==> config.mk <==
export PLATFORM = sky130hd
export DESIGN_NAME = full_adder_pipe
export DESIGN_NICKNAME = d
export VERILOG_FILES = /design/src/rtl/full_adder_pkg.sv /design/src/rtl/full_adder_cell.sv /design/src/rtl/full_adder_pipe.sv
export SDC_FILE = /design/constraint.sdc
export NUM_CORES = 1
export LEC_CHECK = 0
export CAP_MARGIN = 20
export CORE_AREA = 2 2 39 41
export DETAILED_ROUTE_END_ITERATION = 7
export DIE_AREA = 0 0 41 43
export GPL_TIMING_DRIVEN = 0
export SLEW_MARGIN = 20
export SYNTH_ARGS = -nofsm -noshare
export SYNTH_HDL_FRONTEND = slang
export SYNTH_SLANG_ARGS = --single-unit
export TNS_END_PERCENT = 1
==> constraint.sdc <==
create_clock -name clk -period 0.8 [get_ports clk]
set_input_delay 0.12 -clock clk [delete_from_list [all_inputs] [get_ports clk]]
set_output_delay 0.12 -clock clk [all_outputs]
set_load 0.05 [all_outputs]
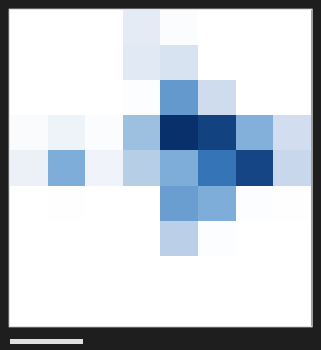
Figure 1: run 1, local utilization.
Bar = 10 µm. The die is cut into 8 by 9 equal tiles; white is low, dark blue is high, 0 to 100% covered.
nearly empty tiles: 67%
mean over tiles: 13%
tiles over 75% full: 4.2%
fullest tile: 100%
post-layout util: 17.5%
core region area: 1380 µm²
fp util: 8.77%

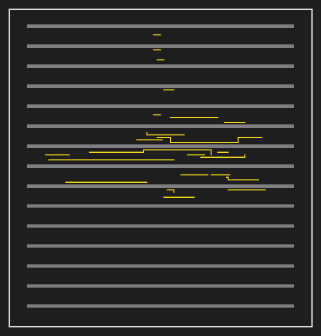
Figure 2: run 1, metal 1.
Supply wires on this layer in grey.
nets with wire on the layer: 17
main direction: horizontal
longest straight run: 17.0 µm
Vias: 100
met1 GRT Util: 4.55%

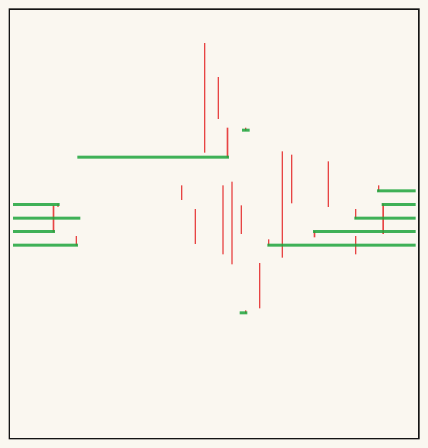
Figure 3: run 1, signal wires by layer.
Two of the layers only.
[green] metal 3 | wire length: 73.5 µm
[red] metal 2 | wire length: 75.3 µm
Routed WL: 292 µm
all-layer global routing usage: 5.44%
routed len/inst: 8.34 µm

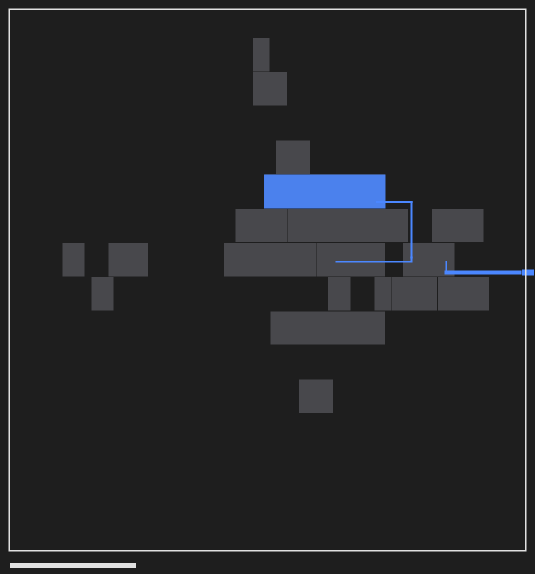
Figure 4: run 1, I/O nets highlighted.
Bar = 10 µm.
[blue] sum | bits: 1 | direction: output | edge: east | end cells: 1 | buffers: 1 | wire: 20.2 µm
port bufs: 8
IO Pins: 9

==> flow_metrics.py, run 1 <==
# Metrics from the implementation run
metrics = {
    "synth": {
        "area_leaders": "dfrtp_1 (62%), mux2_2 (19%), fa_1 (16%)",
        "async_flop_share_pct": 100,
        "ys_sh_aoi_pct": 0,
        "synth_area_per_cell_um2": 17.3,
        "ys_seq_share_pct": 61.9,
        "synth_area_um2": 121,
        "top_area_cell": "dfrtp_1",
        "synthTopLogicFamily": "multiplexers",
        "mux_area_share_pct": 18.6,
        "post-synth-top-area-fraction_pct": 61.9,
        "synthAdderAreaFrac_pct": 16.5,
        "simple_gate_area_share_pct": 0,
        "synthXorXnorAreaFrac_pct": 0,
        "synth.most_common_cell": "dfrtp_1",
        "synthDistinctLibCells": 4,
        "syn_nets": 14,
        "synth_flops": 3,
        "top_cells_by_count": "dfrtp_1 (3), mux2_2 (2), fa_1 (1), inv_1 (1)",
        "edf_count": 0,
        "synthFlopType": "dfrtp_1",
        "synthCells": 7,
        "ys_warn_count": 0,
        "ys_cells": 7,
        "yosys-stat-area_um2": 121,
    },
    "critical_path": {
        "critPathMaxStageDelay_ns": 0.40,
        "crit_type": "flop to primary output",
        "cp_num_cells": 1,
        "start_kind": "flop",
        "cp-end-kind": "primary output",
        "arrival_ns": 0.78,
        "crit_family": "flip-flops",
        "critical_path_required_ns": 0.68,
        "rrSetupSlack_ns": 0.02,
        "cp_slowest_cell": "dfrtp_2",
        "cp_max_fo": 2,
        "cp_num_buf_inv": 1,
        "worstPathCellList": "buf_6",
        "rr_worst_depth": 1,
    },
    "layout": {
        "num_antenna_cells": 0,
        "area_delta_synth_final_pct": 99.0,
        "drive_gt1_share_pct": 68.4,
        "finalNonFillerCells": 35,
        "final_net_count": 27,
        "fin_area_um2": 241,
    },
    "pwr": {
        "ir_drop_v": 0.000260,
        "p_leak_nw": 0.112,
        "power_mw": 0.618,
        "power_density_nw_per_um2": 2560,
    },
    "run_status": {
        "failed_checks": "setup timing",
        "outcome": "complete, but fails checks",
    },
    "run": {
        "maxCapViolations": 0,
        "warning_count": 29,
    },
    "drt": {
        "final_antenna_net_count": 0,
        "drt-initial-drc-count": 3,
        "routed_via_density": 2.86,
        "dr.pass1.iters": 2,
        "drc": 0,
    },
    "grt": {
        "grt_max_degree": 4,
        "grt_first_pass_wirelength_um": 455,
        "overflow": 0,
        "grt_pass1_vias": 114,
        "antenna_found_initial": 0,
    },
    "timing": {
        "worst_pin_slew_ns": 0.146,
        "whs_ns": 0.0543,
        "maxSlewHeadroom_pct": 90.2,
        "clock.fmax_ghz": 1.11,
        "finalHoldViolCount": 0,
        "slew_violations": 0,
        "setup_viol": 4,
        "rsz0062_at_grt": "yes",
        "setup_ws_ns": -0.104,
        "final.setup.tns_ns": -0.296,
        "finalClockSkew_ns": 0,
        "fin_crit_sh_pct": 113,
        "finalCriticalPeriod_ns": 0.904,
    },
    "cts": {
        "cts.clk_slew.worst_paths_ns": 0.04,
        "cts_sinks": 3,
        "hold_buffers": 0,
        "clk_latency_ns": 0.23,
        "cts_setup_buffers": 0,
        "cts_buffer_depth": 2,
        "cts_made_buffers": 3,
        "cts.htree.levels": 1,
        "root_buffer": "clkbuf_4",
        "cts_tree": "yes",
    },
    "floorplan": {
        "die_w_um": 41,
        "num_rows": 14,
        "dieArea_um2": 1760,
        "die_y_um": 43,
    },
    "worst_hold_path": {
        "hp-class": "input pin to async pin",
    },
    "placement": {
        "place.gp.congestion": 0.516,
        "placed_area_um2": 224,
        "dp.cells": 31,
        "place_ws_ns": -0.625,
    },
}
-- run 1: report_power, final --
| group | switching (mW) | leakage (nW) | total (mW) | internal [mW] |
|---|---|---|---|---|
| sequential | 0.0130 | 0.0330 | 0.188 | 0.175 |
| clock | 0.0786 | 0.0150 | 0.266 | 0.187 |
| combinational | 0.0932 | 0.0641 | 0.164 | 0.0711 |
-- run 1: cells by family (layout without fill, tap and decap cells) --
kind of cell | count (synthesis) | count (layout)
mux | 2 | 2
fa+ha+maj | 1 | 1
buf+inv | 1 | 13
flops | 3 | 3
-- run 1: placed cells by master, fill, tap and decap left out --
cell type | Yosys | final
clkbuf_2 | 0 | 1
clkdlybuf4s50_1 | 0 | 1
dfrtp_1 | 3 | 1
clkbuf_4 | 0 | 3
buf_6 | 0 | 3
mux2_2 | 2 | 1
fa_1 | 1 | 1
clkbuf_1 | 0 | 1
inv_1 | 1 | 1
buf_2 | 0 | 2
dfrtp_2 | 0 | 2
dlygate4sd2_1 | 0 | 1
mux2_4 | 0 | 1
-- run 1: area by class of cell --
type | instances | area [µm²]
repair buffers | 8 | 67.6
well taps | 16 | 20.0
clock buffers | 4 | 26.3
multi-input cells | 3 | 46.3
inverters | 1 | 3.75
flip-flops and latches | 3 | 77.6
fillers | 152 | 1140
-- run 1: metal layers --
metal	global-route usage (%)	vias to the layer above	share of wire, %
met5	0	-	0
met4	10.0	0	8.2
met3	6.81	4	25
met2	3.75	11	26
met1	4.55	39	40
li1	-	46	-
-- run 1: what timing repair did --
action	4_1_cts	5_1_grt
endpoints found under the hold margin	0	0
pin swaps	1	1
endpoints found under the setup margin	5	5
resized	33	1
cloned	0	0
## Run 2: what changed since run 1
--- a/config.mk
+++ b/config.mk
@@ -5,6 +5,7 @@
 export SDC_FILE = /design/constraint.sdc
 export NUM_CORES = 1
 export LEC_CHECK = 0
+export ABC_AREA = 1
 export CAP_MARGIN = 20
 export CORE_AREA = 2 2 39 41
 export DETAILED_ROUTE_END_ITERATION = 7
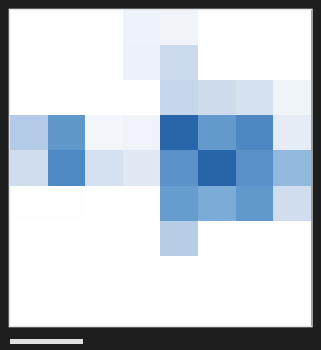
Figure 5: run 2, local utilization.
Bar = 10 µm. The die is cut into 8 by 9 equal tiles; white is low, dark blue is high, 0 to 100% covered.
nearly empty tiles: 60%
tiles over 75% full: 2.8%
densest ninth of the die: east
fullest tile: 79%
mean over tiles: 14%
post-layout util: 19.3%
fp util: 9.04%

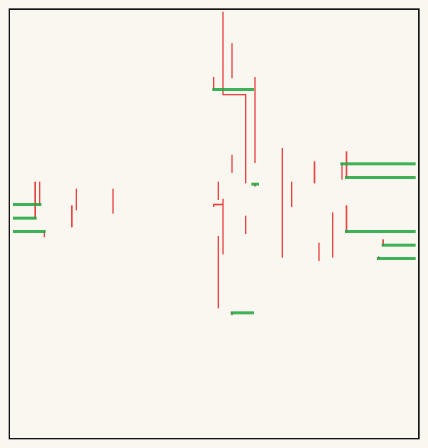
Figure 6: run 2, signal wires by layer.
Two of the layers only.
[green] metal 3 | wire length: 41.3 µm
[red] metal 2 | wire length: 93.1 µm
Vias: 119
Routed WL: 272 µm
routed len/inst: 6.63 µm
all-layer global routing usage: 4.73%

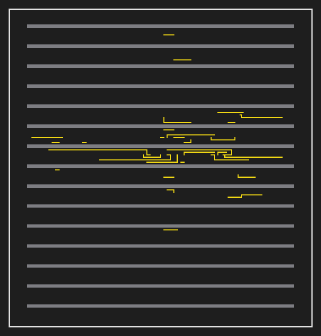
Figure 7: run 2, metal 1.
Supply wires on this layer in grey.
longest straight run: 13.3 µm
nets with wire on the layer: 24
main direction: horizontal
wire length on this layer: 116 µm
share of all routed wire: 43%
met1 GRT Util: 4.53%

==> run 2 against run 1 <==
Against the previous run:
- the run still ends with setup timing left
- flip-flop count did not move
- highest routed layer unchanged
- die size is the same
- maximum frequency fell by 0.25%
- cell count up 17%
- largest cell class is now non-clock buffers
- sequential share of layout area fell by 3.5 points
==> flow_metrics.py, run 2 <==
# Metrics from the implementation run
metrics = {
    "grt": {
        "overflow": 0,
        "grt_first_pass_wirelength_um": 414,
    },
    "layout": {
        "mostFrequentLayoutCells": "nand2_1 (6), clkbuf_4 (3)",
        "drive_gt1_share_pct": 32.0,
        "num_antenna_cells": 0,
        "layout_top_cell": "nand2_1",
        "n_fill_cell": 158,
    },
    "critical_path": {
        "critPathMaxStageDelay_ns": 0.40,
        "start_kind": "flop",
        "arrival_ns": 0.79,
        "critical_path_required_ns": 0.68,
        "cp_num_cells": 1,
        "cp_num_buf_inv": 1,
        "crit_family": "flip-flops",
        "cp-end-kind": "primary output",
        "cp_slowest_cell": "dfrtp_2",
        "cp_max_fo": 2,
        "rr_worst_depth": 3,
        "crit_type": "flop to primary output",
    },
    "synth": {
        "ys_seq_share_pct": 60.0,
        "post-synth-top-area-fraction_pct": 60.0,
        "top_area_cell": "dfrtp_1",
        "synth_area_per_cell_um2": 10.4,
        "synthCells": 12,
        "synthFlopType": "dfrtp_1",
        "async_flop_share_pct": 100,
        "synth_flops": 3,
        "synth.most_common_cell": "nand2_1",
        "synth_area_um2": 125,
        "syn_nets": 19,
        "area_leaders": "dfrtp_1 (60%), nand2_1 (18%), fa_1 (16%)",
        "edf_count": 0,
        "ys_warn_count": 0,
    },
    "timing": {
        "final.setup.tns_ns": -0.263,
        "slew_violations": 0,
        "rsz0062_at_grt": "yes",
        "setup_ws_ns": -0.106,
        "fin_crit_sh_pct": 113,
        "clock.fmax_ghz": 1.10,
        "finalCriticalPeriod_ns": 0.906,
        "finalHoldViolCount": 0,
        "worst_pin_slew_ns": 0.147,
        "finalClockSkew_ns": 0,
        "setup_viol": 3,
    },
    "drt": {
        "routed_via_density": 2.90,
        "final_antenna_net_count": 0,
        "drt-initial-drc-count": 2,
    },
    "run_status": {
        "failed_checks": "setup timing",
        "outcome": "complete, but fails checks",
    },
    "floorplan": {
        "die_y_um": 43,
        "core_um2": 1380,
        "ios": 9,
        "num_rows": 14,
        "die_w_um": 41,
        "dieArea_um2": 1760,
    },
    "cts": {
        "cts_buffer_depth": 2,
        "cts_tree": "yes",
        "cts_made_buffers": 3,
        "hold_buffers": 0,
        "cts_sinks": 3,
        "cts.htree.levels": 1,
        "cts.clk_slew.worst_paths_ns": 0.04,
    },
    "placement": {
        "place.gp.congestion": 0.571,
    },
    "worst_hold_path": {
        "hp-class": "input pin to async pin",
    },
    "pwr": {
        "ir_drop_v": 0.000349,
    },
}
## run 2: netlist changes by cell type after synthesis, sizes merged
cell / before / now
nand2: 0 / 6
mux2: 2 / 0
inv: 1 / 2
## run 2: kinds of logic (layout without fill, tap and decap cells)
| group | count (synthesis) | after routing | share of synthesized area [%] |
|---|---|---|---|
| adders and majority gates | 1 | 1 | 16.0 |
| buffers and inverters | 2 | 15 | 6.00 |
| DFF | 3 | 3 | 60.0 |
| and+or+nand+nor | 6 | 6 | 18.0 |
## run 2: final cells by class
cell class              instances  area (µm²)  area share [%]
inverters                       2        7.51            2.82
clock buffers                   4        26.3            9.86
flip-flops and latches          3        76.3            28.6
multi-input cells               7        42.5            16.0
well taps                      16        20.0            7.51
repair buffers                  9        93.8            35.2
## run 2: power breakdown
group | switching, mW | internal (mW)
registers | 0.0104 | 0.169
logic | 0.0858 | 0.0683
clock network | 0.0841 | 0.187
total | 0.180 | 0.425
## run 2: repair_timing
item                       4_1_cts  5_1_grt
setup buffers                    0        1
setup endpoints to repair        5        4
resized                         26        1
pin swaps                        2        0
## run 2: metrics by stage
stage                     std cells  cell area, µm²  hold slack, ns  setup slack (ns)  power, mW
after detailed placement         36             226           0.298            -0.477      0.321
after global routing             41             267          0.0692            -0.127      0.642
after floorplan                  12             126          -0.126           -0.0325      0.255
after global placement           36             226           0.298            -0.477      0.320
after CTS                        40             255          0.0559            -0.110      0.599
final                            41             267          0.0500            -0.106      0.605
## run 2: per-layer routing
metal / vias to the layer above / global-route usage (%) / wire length (µm)
li1: 60 / - / -
met1: 45 / 4.53 / 115
met2: 11 / 3.75 / 93
met3: 3 / 1.57 / 41
met4: 0 / 12.0 / 22
met5: - / 0 / 0
Power figures rest on the tool's default switching activity, not on a simulated workload.
